File: config.mk
export PLATFORM = sky130hd
export DESIGN_NAME = ft_halt_responder_flat
export DESIGN_NICKNAME = d
export VERILOG_FILES = /design/src/rtl/ft_halt_responder_pkg.sv /design/src/rtl/ft_halt_responder_if.sv /design/src/rtl/ft_halt_responder_drain.sv /design/src/rtl/ft_halt_responder.sv /design/src/flat_wrapper.sv
export SDC_FILE = /design/constraint.sdc
export NUM_CORES = 1
export LEC_CHECK = 0
export CORE_MARGIN = 8
export CORE_UTILIZATION = 32
export DETAILED_ROUTE_END_ITERATION = 10
export GPL_ROUTABILITY_DRIVEN = 0
export GPL_TIMING_DRIVEN = 0
export PLACE_DENSITY = 0.92
export SETUP_SLACK_MARGIN = 0.2
export SYNTH_ARGS = -nofsm -noshare
export SYNTH_HDL_FRONTEND = slang
export SYNTH_SLANG_ARGS = --single-unit
File: constraint.sdc
create_clock -name clk_i -period 3.6 [get_ports clk_i]
set_input_delay 0.54 -clock clk_i [delete_from_list [all_inputs] [get_ports clk_i]]
set_output_delay 0.54 -clock clk_i [all_outputs]
set_load 0.01 [all_outputs]
File: src/rtl/ft_halt_responder_pkg.sv
// Shared types and default widths for the fault-tolerance halt/resume responder
// and the FT controller it talks to.
package ft_pkg;

  localparam int FT_ADDR_WIDTH    = 5;
  localparam int FT_DATA_WIDTH    = 32;
  localparam int FT_DRAIN_TIMEOUT = 16;

  typedef enum logic [2:0] {
    ST_RUN,
    ST_DRAIN,
    ST_RESTORE_PC,
    ST_RESTORE_GPR,
    ST_RESTORE_LAST,
    ST_HALTED,
    ST_RESUME
  } ft_resp_state_t;

  function automatic int num_reg(input int addr_width);
    return 1 << addr_width;
  endfunction

endpackage

File: src/rtl/ft_halt_responder_if.sv
// Bundle of FT-controller, shadow-register-file and core-side signals seen by
// the halt responder; slave is the responder, master is everything around it.
interface ft_halt_responder_if
  import ft_pkg::*;
#(
  parameter int ADDR_WIDTH = FT_ADDR_WIDTH,
  parameter int DATA_WIDTH = FT_DATA_WIDTH
);

  logic                  halt_req_i;
  logic                  resume_req_i;
  logic                  core_idle_i;
  logic [DATA_WIDTH-1:0] spc_i;
  logic [ADDR_WIDTH-1:0] sgpr_raddr_o;
  logic [DATA_WIDTH-1:0] sgpr_rdata_i;
  logic                  core_halt_o;
  logic                  pc_set_o;
  logic [DATA_WIDTH-1:0] pc_o;
  logic                  rf_we_o;
  logic [ADDR_WIDTH-1:0] rf_waddr_o;
  logic [DATA_WIDTH-1:0] rf_wdata_o;
  logic                  halted_o;
  logic                  timeout_o;

  modport slave (
    input  halt_req_i, resume_req_i, core_idle_i, spc_i, sgpr_rdata_i,
    output sgpr_raddr_o, core_halt_o, pc_set_o, pc_o, rf_we_o, rf_waddr_o,
           rf_wdata_o, halted_o, timeout_o
  );

  modport master (
    output halt_req_i, resume_req_i, core_idle_i, spc_i, sgpr_rdata_i,
    input  sgpr_raddr_o, core_halt_o, pc_set_o, pc_o, rf_we_o, rf_waddr_o,
           rf_wdata_o, halted_o, timeout_o
  );

endinterface

File: src/rtl/ft_halt_responder_drain.sv
// Pipeline-drain watchdog: counts DRAIN cycles and reports either a clean
// drain (core idle) or expiry after DRAIN_TIMEOUT cycles.
module ft_drain_timer
  import ft_pkg::*;
#(
  parameter int DRAIN_TIMEOUT = FT_DRAIN_TIMEOUT
) (
  input  logic clk_i,
  input  logic rst_i,
  input  logic start_i,
  input  logic run_i,
  input  logic idle_i,
  output logic done_o,
  output logic timeout_o
);

  localparam int CNT_W = $clog2(DRAIN_TIMEOUT) + 1;
  localparam logic [CNT_W-1:0] LAST_CNT = CNT_W'(DRAIN_TIMEOUT - 1);

  logic [CNT_W-1:0] cnt_q;
  logic             expired;

  assign expired = (cnt_q == LAST_CNT);

  // NOTE: sequential state is written with non-blocking assignments only, so
  // every flop samples pre-edge values regardless of process ordering.
  always_ff @(posedge clk_i or posedge rst_i) begin
    if (rst_i) begin
      cnt_q <= '0;
    end else if (start_i) begin
      cnt_q <= '0;
    end else if (run_i && !idle_i && !expired) begin
      cnt_q <= cnt_q + 1'b1;
    end
  end

  // A core that goes idle on the final counted cycle is a clean drain.
  assign done_o    = run_i && (idle_i || expired);
  assign timeout_o = run_i && !idle_i && expired;

endmodule

File: src/rtl/ft_halt_responder.sv
// Core-side halt/resume responder: stalls the core, waits for drain, restores
// PC and GPRs 1..NUM_REG-1 from the shadow copy, then holds until resumed.
module ft_halt_responder
  import ft_pkg::*;
#(
  parameter int ADDR_WIDTH    = FT_ADDR_WIDTH,
  parameter int DATA_WIDTH    = FT_DATA_WIDTH,
  parameter int DRAIN_TIMEOUT = FT_DRAIN_TIMEOUT
) (
  input  logic                clk_i,
  input  logic                rst_i,
  ft_halt_responder_if.slave  bus
);

  localparam int NUM_REG = num_reg(ADDR_WIDTH);
  localparam logic [ADDR_WIDTH-1:0] ADDR_FIRST   = ADDR_WIDTH'(1);
  localparam logic [ADDR_WIDTH-1:0] ADDR_PRELAST = ADDR_WIDTH'(NUM_REG - 2);

  ft_resp_state_t        state_q, state_d;
  logic [ADDR_WIDTH-1:0] addr_q, addr_d;
  logic                  pend_q, pend_d;
  logic                  timeout_q, timeout_d;
  logic                  core_halt_q, halted_q;
  logic                  drain_start, drain_done, drain_timeout;
  logic                  pc_set, rf_we;
  logic [ADDR_WIDTH-1:0] raddr;

  ft_drain_timer #(
    .DRAIN_TIMEOUT (DRAIN_TIMEOUT)
  ) u_drain (
    .clk_i     (clk_i),
    .rst_i     (rst_i),
    .start_i   (drain_start),
    .run_i     (state_q == ST_DRAIN),
    .idle_i    (bus.core_idle_i),
    .done_o    (drain_done),
    .timeout_o (drain_timeout)
  );

  // NOTE: every signal driven here gets a default first, so no branch can
  // leave one unassigned and infer a latch.
  always_comb begin
    state_d     = state_q;
    addr_d      = addr_q;
    pend_d      = pend_q;
    timeout_d   = timeout_q;
    drain_start = 1'b0;
    pc_set      = 1'b0;
    rf_we       = 1'b0;
    raddr       = '0;

    unique case (state_q)
      ST_RUN: begin
        if (bus.halt_req_i) begin
          state_d     = ST_DRAIN;
          timeout_d   = 1'b0;
          drain_start = 1'b1;
        end
      end
      ST_DRAIN: begin
        if (drain_done) begin
          state_d = ST_RESTORE_PC;
          if (drain_timeout) timeout_d = 1'b1;
        end
      end
      ST_RESTORE_PC: begin
        pc_set  = 1'b1;
        raddr   = ADDR_FIRST;
        addr_d  = ADDR_FIRST;
        state_d = (NUM_REG == 2) ? ST_RESTORE_LAST : ST_RESTORE_GPR;
      end
      ST_RESTORE_GPR: begin
        rf_we  = 1'b1;
        raddr  = addr_q + 1'b1;
        addr_d = addr_q + 1'b1;
        if (addr_q == ADDR_PRELAST) state_d = ST_RESTORE_LAST;
      end
      ST_RESTORE_LAST: begin
        // Read address parks on the top register instead of wrapping to x0.
        rf_we   = 1'b1;
        raddr   = addr_q;
        state_d = ST_HALTED;
      end
      ST_HALTED: begin
        if (bus.resume_req_i || pend_q) state_d = ST_RESUME;
      end
      ST_RESUME: begin
        pend_d  = 1'b0;
        state_d = ST_RUN;
      end
      default: state_d = ST_RUN;
    endcase

    // An early resume is remembered so HALTED is still visible for one cycle.
    if (bus.resume_req_i && (state_q inside {ST_DRAIN, ST_RESTORE_PC,
                                             ST_RESTORE_GPR, ST_RESTORE_LAST}))
      pend_d = 1'b1;
  end

  always_ff @(posedge clk_i or posedge rst_i) begin
    if (rst_i) begin
      state_q     <= ST_RUN;
      addr_q      <= '0;
      pend_q      <= 1'b0;
      timeout_q   <= 1'b0;
      core_halt_q <= 1'b0;
      halted_q    <= 1'b0;
    end else begin
      state_q     <= state_d;
      addr_q      <= addr_d;
      pend_q      <= pend_d;
      timeout_q   <= timeout_d;
      core_halt_q <= (state_d != ST_RUN);
      halted_q    <= (state_d == ST_HALTED);
    end
  end

  assign bus.core_halt_o  = core_halt_q;
  assign bus.halted_o     = halted_q;
  assign bus.timeout_o    = timeout_q;
  assign bus.pc_set_o     = pc_set;
  assign bus.pc_o         = pc_set ? bus.spc_i : {DATA_WIDTH{1'b0}};
  assign bus.rf_we_o      = rf_we;
  assign bus.rf_waddr_o   = rf_we ? addr_q : '0;
  assign bus.rf_wdata_o   = rf_we ? bus.sgpr_rdata_i : {DATA_WIDTH{1'b0}};
  assign bus.sgpr_raddr_o = raddr;

endmodule

File: src/flat_wrapper.sv
// flat-port wrapper written by rule: the top's interface ports become plain ports
module ft_halt_responder_flat import ft_pkg::*;
#(
  parameter int ADDR_WIDTH    = FT_ADDR_WIDTH,
  parameter int DATA_WIDTH    = FT_DATA_WIDTH,
  parameter int DRAIN_TIMEOUT = FT_DRAIN_TIMEOUT
)
  (clk_i, rst_i, bus_halt_req_i, bus_resume_req_i, bus_core_idle_i, bus_spc_i, bus_sgpr_rdata_i, bus_sgpr_raddr_o, bus_core_halt_o, bus_pc_set_o, bus_pc_o, bus_rf_we_o, bus_rf_waddr_o, bus_rf_wdata_o, bus_halted_o, bus_timeout_o);
  ft_halt_responder_if #(.ADDR_WIDTH(ADDR_WIDTH), .DATA_WIDTH(DATA_WIDTH)) bus_i ();
  input  logic clk_i;
  input  logic rst_i;
  input wire logic [$bits(bus_i.halt_req_i)-1:0] bus_halt_req_i;
  input wire logic [$bits(bus_i.resume_req_i)-1:0] bus_resume_req_i;
  input wire logic [$bits(bus_i.core_idle_i)-1:0] bus_core_idle_i;
  input wire logic [$bits(bus_i.spc_i)-1:0] bus_spc_i;
  input wire logic [$bits(bus_i.sgpr_rdata_i)-1:0] bus_sgpr_rdata_i;
  output wire logic [$bits(bus_i.sgpr_raddr_o)-1:0] bus_sgpr_raddr_o;
  output wire logic [$bits(bus_i.core_halt_o)-1:0] bus_core_halt_o;
  output wire logic [$bits(bus_i.pc_set_o)-1:0] bus_pc_set_o;
  output wire logic [$bits(bus_i.pc_o)-1:0] bus_pc_o;
  output wire logic [$bits(bus_i.rf_we_o)-1:0] bus_rf_we_o;
  output wire logic [$bits(bus_i.rf_waddr_o)-1:0] bus_rf_waddr_o;
  output wire logic [$bits(bus_i.rf_wdata_o)-1:0] bus_rf_wdata_o;
  output wire logic [$bits(bus_i.halted_o)-1:0] bus_halted_o;
  output wire logic [$bits(bus_i.timeout_o)-1:0] bus_timeout_o;
  assign bus_i.halt_req_i = bus_halt_req_i;
  assign bus_i.resume_req_i = bus_resume_req_i;
  assign bus_i.core_idle_i = bus_core_idle_i;
  assign bus_i.spc_i = bus_spc_i;
  assign bus_i.sgpr_rdata_i = bus_sgpr_rdata_i;
  assign bus_sgpr_raddr_o = bus_i.sgpr_raddr_o;
  assign bus_core_halt_o = bus_i.core_halt_o;
  assign bus_pc_set_o = bus_i.pc_set_o;
  assign bus_pc_o = bus_i.pc_o;
  assign bus_rf_we_o = bus_i.rf_we_o;
  assign bus_rf_waddr_o = bus_i.rf_waddr_o;
  assign bus_rf_wdata_o = bus_i.rf_wdata_o;
  assign bus_halted_o = bus_i.halted_o;
  assign bus_timeout_o = bus_i.timeout_o;
  ft_halt_responder #(.ADDR_WIDTH(ADDR_WIDTH), .DATA_WIDTH(DATA_WIDTH), .DRAIN_TIMEOUT(DRAIN_TIMEOUT)) u_core (.clk_i(clk_i), .rst_i(rst_i), .bus(bus_i));
endmodule
PDN straps and rails:
Scale bar: 20 um. Pins as bars on the die edge. Tap cells in grey.
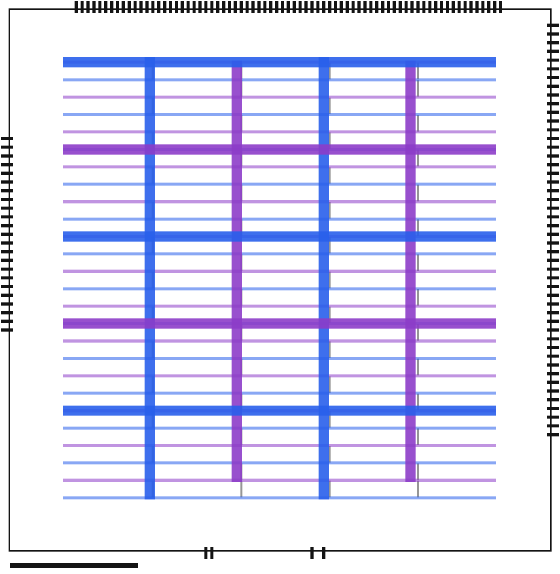
colour	net
blue	VSS
purple	VDD
tap cells	54
rows	25
met4 straps	4

Placement by cell class:
Scale bar: 20 um.
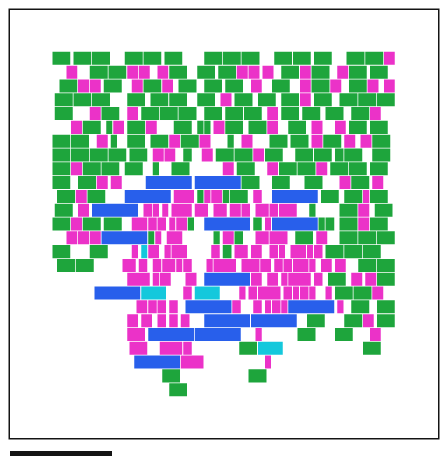
colour	class	cells
blue	flip-flops	17
magenta	all other logic	160
cyan	clock drivers and dummy loads	4
green	other buffers and delay cells	166

Clock network drawn from the DEF:
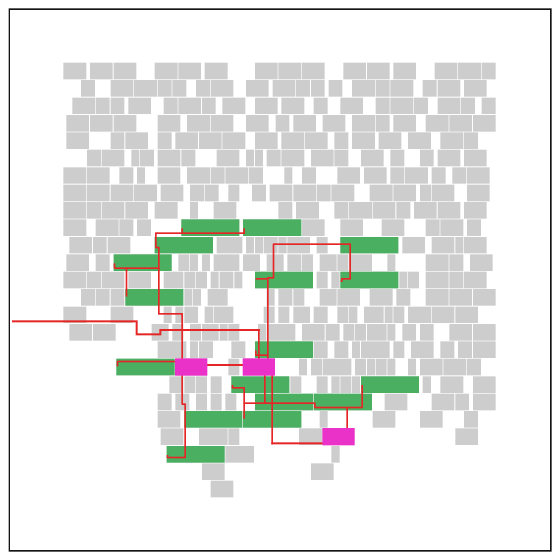
[magenta] cells driving clock nets | count: 3
[green] flip-flops | count: 17
[red] clock wires | length: 252 um
routed clock nets	4

Routed metal, one colour a layer:
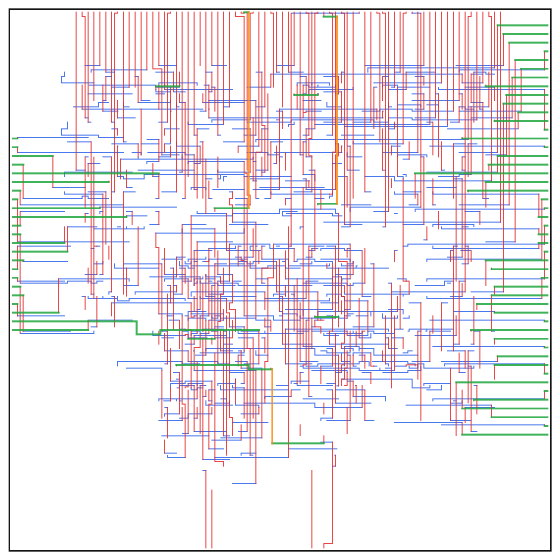
colour	layer	wire length
blue	met1	2720 um
orange	met4	71.4 um
green	met3	522 um
red	met2	3590 um

Congestion heat map:
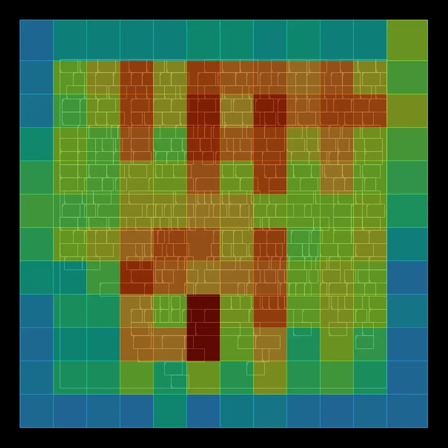
M1 GR Usage: 0.192
GR Util met2: 0.345
most heavily used metal layer in global routing: met2
overall global routing resource usage: 0.183

==> design notes <==
In this run, distinct cell masters in the synthesized netlist total 34. Per the OpenROAD floorplan log, the height of the die is 84.3 um. The flow ran to the end, and the final reports show no timing, DRC or antenna violations. After detailed routing, the wire length on met1 is 2.72 mm.

In the final layout, the registers with the most flip-flops are u_core.addr_q x5, u_core.u_drain.cnt_q x5, u_core.state_q x3. The relative area of non-clock buffer cells in the final design works out to 0.504. The core region is 0.00460 mm2.

The wire length reported by the detailed router was 6.90 mm; the share of synthesized cell area in full adder, half adder and majority cells was 0.0335. The worst-case reg-to-reg setup slack stands at 1530 ps. The tools report the clock buffer count as 4. Beginning of the worst hold path: u_core.u_drain.cnt_q[3]$_DFFE_PP0P_. Per STA, the worst path accumulates the most delay in the family buffers and inverters.

With the setup TNS after final layout at 0 ps, the cell count of the worst hold path is 1. The via total after detailed routing was 1951; the area of the chip was 0.00711 mm2. For the clock tree skew after final layout, the log shows 1.78 ps.

148 I/O pins were placed. For this run the top cell type by instance count after synthesis was sky130_fd_sc_hd__nor2b_1. The tally of filler cells in the layout is 394, and the number of ordinary inverters in the final layout is 7. Counting stages on the worst path, the most repeated cell is sky130_fd_sc_hd__buf_2. Most common cell after layout, fill and taps aside: sky130_fd_sc_hd__clkdlybuf4s50_1. With the area fraction in compound gates after synthesis at 0.122, the total cells reported by yosys after synthesis is 196. Among all flip-flop cells after synthesis, the most frequent one is sky130_fd_sc_hd__dfrtp_1. The fraction of met3 tracks used by global routing is 0.0620. The tools report the synthesized instance count as 196.

By area the synthesized netlist is led by sky130_fd_sc_hd__dfrtp_1 (28%), sky130_fd_sc_hd__nor2b_1 (16%), sky130_fd_sc_hd__and3_1 (14%). The number of global-route vias before repair was 1994. The sink of the worst hold path is u_core.u_drain.cnt_q[3]$_DFFE_PP0P_.

The CTS root buffer is sky130_fd_sc_hd__clkbuf_8. The logs give 54 for the tap cell count and 0.00133 uW for the leakage power of the design. The finished cells cover 0.00308 mm2. With the power share of the combinational group at 0.780, the multi-input gate share of the layout cell area is 0.313.

The logs give 878 uW for the reported net switching power and 0.285 for the fraction of the yosys area taken by sequential cells. The timing report notes that buffer and inverter cells on the critical path total 3. Global routing finished with a remaining overflow of 0.

Depth of the CTS H-tree: 1. The cell type taking the most area is buffers.
Power is estimated from default activity; no workload was simulated.
